Fig. 1: met2 routing
Drawn at 4 px/um.
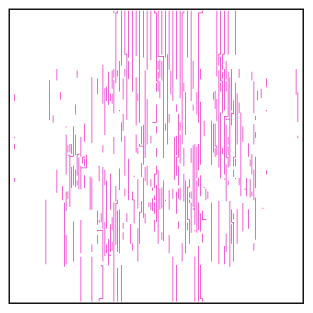
Fig. 2: supply network
Drawn at 4 px/um. Pins as bars on the die edge. Tap cells in grey.
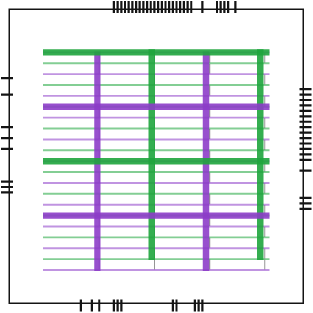
==> config.mk <==
export PLATFORM = sky130hd
export DESIGN_NAME = bank_isu_credit_sched
export DESIGN_NICKNAME = d
export VERILOG_FILES = /design/src/rtl/bank_isu_credit_sched.sv
export SDC_FILE = /design/constraint.sdc
export NUM_CORES = 1
export LEC_CHECK = 0
export CAP_MARGIN = 20
export CORE_MARGIN = 8
export CORE_UTILIZATION = 45
export DETAILED_ROUTE_END_ITERATION = 16
export PLACE_DENSITY_LB_ADDON = 0.1
export SLEW_MARGIN = 10
export SYNTH_ARGS = -nofsm -noshare
export SYNTH_HDL_FRONTEND = slang
export SYNTH_SLANG_ARGS = --single-unit
==> constraint.sdc <==
create_clock -name clk_i -period 7.5 [get_ports clk_i]
set_input_delay 1.5 -clock clk_i [delete_from_list [all_inputs] [get_ports clk_i]]
set_output_delay 1.5 -clock clk_i [all_outputs]
set_load 0.1 [all_outputs]
==> notes.md <==
Results of the flow run.

The iteration count recorded for the first detailed-route pass is 4. According to the hold report, the worst path is of the reg2reg type. Measured against the total synthesized area, the mux share comes to 0.104.

The flow ran to the end, and the final reports show no timing, DRC or antenna violations. Gates resized during post-CTS repair numbered 0. The worst-case register-to-register setup slack stands at 4.85 ns. The buffers plus inverters on the worst setup path stands at 3. The end-of-flow core utilization stands at 0.703. Per the synthesis report, the AND-OR/OR-AND share of the synthesized area is 0.218. The simple-gate area share of the yosys netlist stands at 0.157. Timing would allow up to 173 MHz. Setup repair after global routing left no endpoint under its margin.

Per the OpenROAD power report, switching power amounts to 0.457 mW. The area added between synthesis and finish stands at 47.1%. The via count of the first global-routing pass is 1351. The critical path goes through clkdlybuf4s50_1, o31ai_4, or2_1, or3_1, clkinv_2, clkdlybuf4s50_1. The total congestion overflow stands at 0.

In the finished design, the share of the clock period the worst path needs comes to 0.769. The power of the sequential group stands at 0.217 mW. The sum of negative setup slack stands at 0 ns. The remaining antenna violation count stands at 0. The number of flip-flops under the largest register name stands at 10.

The share of total power dissipated in combinational logic is 0.642. The netlist uses 43 different library cells. After synthesis, the largest family of logic cells by area is AND-OR/OR-AND gates. Per the synth stats, the flop cell with the highest instance count is dfrtp_1. The area fraction in xor and xnor cells stands at 0.0179. The instance count along the most critical hold path stands at 1.
Notes on Fig. 1 above:
217 nets have wire on it. The longest straight run is 32.8 um. The wires run mostly vertical. The layer carries 2100 um of wire. The layer holds 52% of the routed length.
number of vias after detailed routing: 1301
met2 Resource Use GR: 0.271
sum of routed wire length over all layers: 4050 um

Notes on Fig. 2 above:
VSS: in purple. VDD: in green.
4 straps on met4. 44 tap cells. 21 met1 rails follow the rows.
area of the core: 3080 um^2
highest ir drop seen on vdd: 314 uV
width of the die: 73.2 um
floorplan die height: 73.2 um

## metal layers
layer	wire length, um	GRT usage	vias up
li1	-	-	624
met1	1600	0.164	629
met2	2100	0.271	42
met3	286	0.0426	6
met4	65	0.0622	0
met5	0	0	-
## layout make-up
type                    count  area [um^2]
flip-flops and latches     24          606
clock buffers               4         36.3
multi-input cells         101          791
fillers                   261          915
well taps                  44         55.1
inverters                   7         27.5
repair buffers             65          648
## cells in the mapped netlist, types with 2 or more instances
| cell | count | area share |
|---|---|---|
| nand2_1 | 19 | 0.049 |
| clkbuf_1 | 2 | 0.0051 |
| fa_1 | 3 | 0.041 |
| buf_2 | 4 | 0.014 |
| dfrtp_1 | 20 | 0.34 |
| nand3_1 | 11 | 0.037 |
| a21o_1 | 2 | 0.010 |
| o31ai_4 | 2 | 0.029 |
| inv_1 | 5 | 0.013 |
| mux2i_1 | 13 | 0.089 |
| dfstp_2 | 4 | 0.071 |
| nand2b_1 | 2 | 0.0085 |
| or4_1 | 3 | 0.015 |
| a31oi_1 | 2 | 0.0085 |
| a21oi_1 | 3 | 0.010 |
| nor2_1 | 3 | 0.0077 |
| o211ai_1 | 2 | 0.010 |
| mux2_1 | 2 | 0.015 |
| xor2_1 | 2 | 0.012 |
| nor3_1 | 2 | 0.0068 |
| o211ai_2 | 9 | 0.077 |
| o21ai_0 | 4 | 0.014 |
## through the flow
stage               total power [mW]  cell area (um^2)  worst slack, ns  hold slack (ns)  instances
floorplan                      0.602              1470             3.33            0.521        140
global placement               0.720              2130             1.77            0.465        241
finish                         0.792              2160             1.73            0.505        245
CTS                            0.800              2160             1.72            0.508        245
global route                   0.830              2160             1.65            0.535        245
detailed placement             0.732              2130             1.73            0.475        241
No activity file was given, so power comes from the tool's default toggle rates.
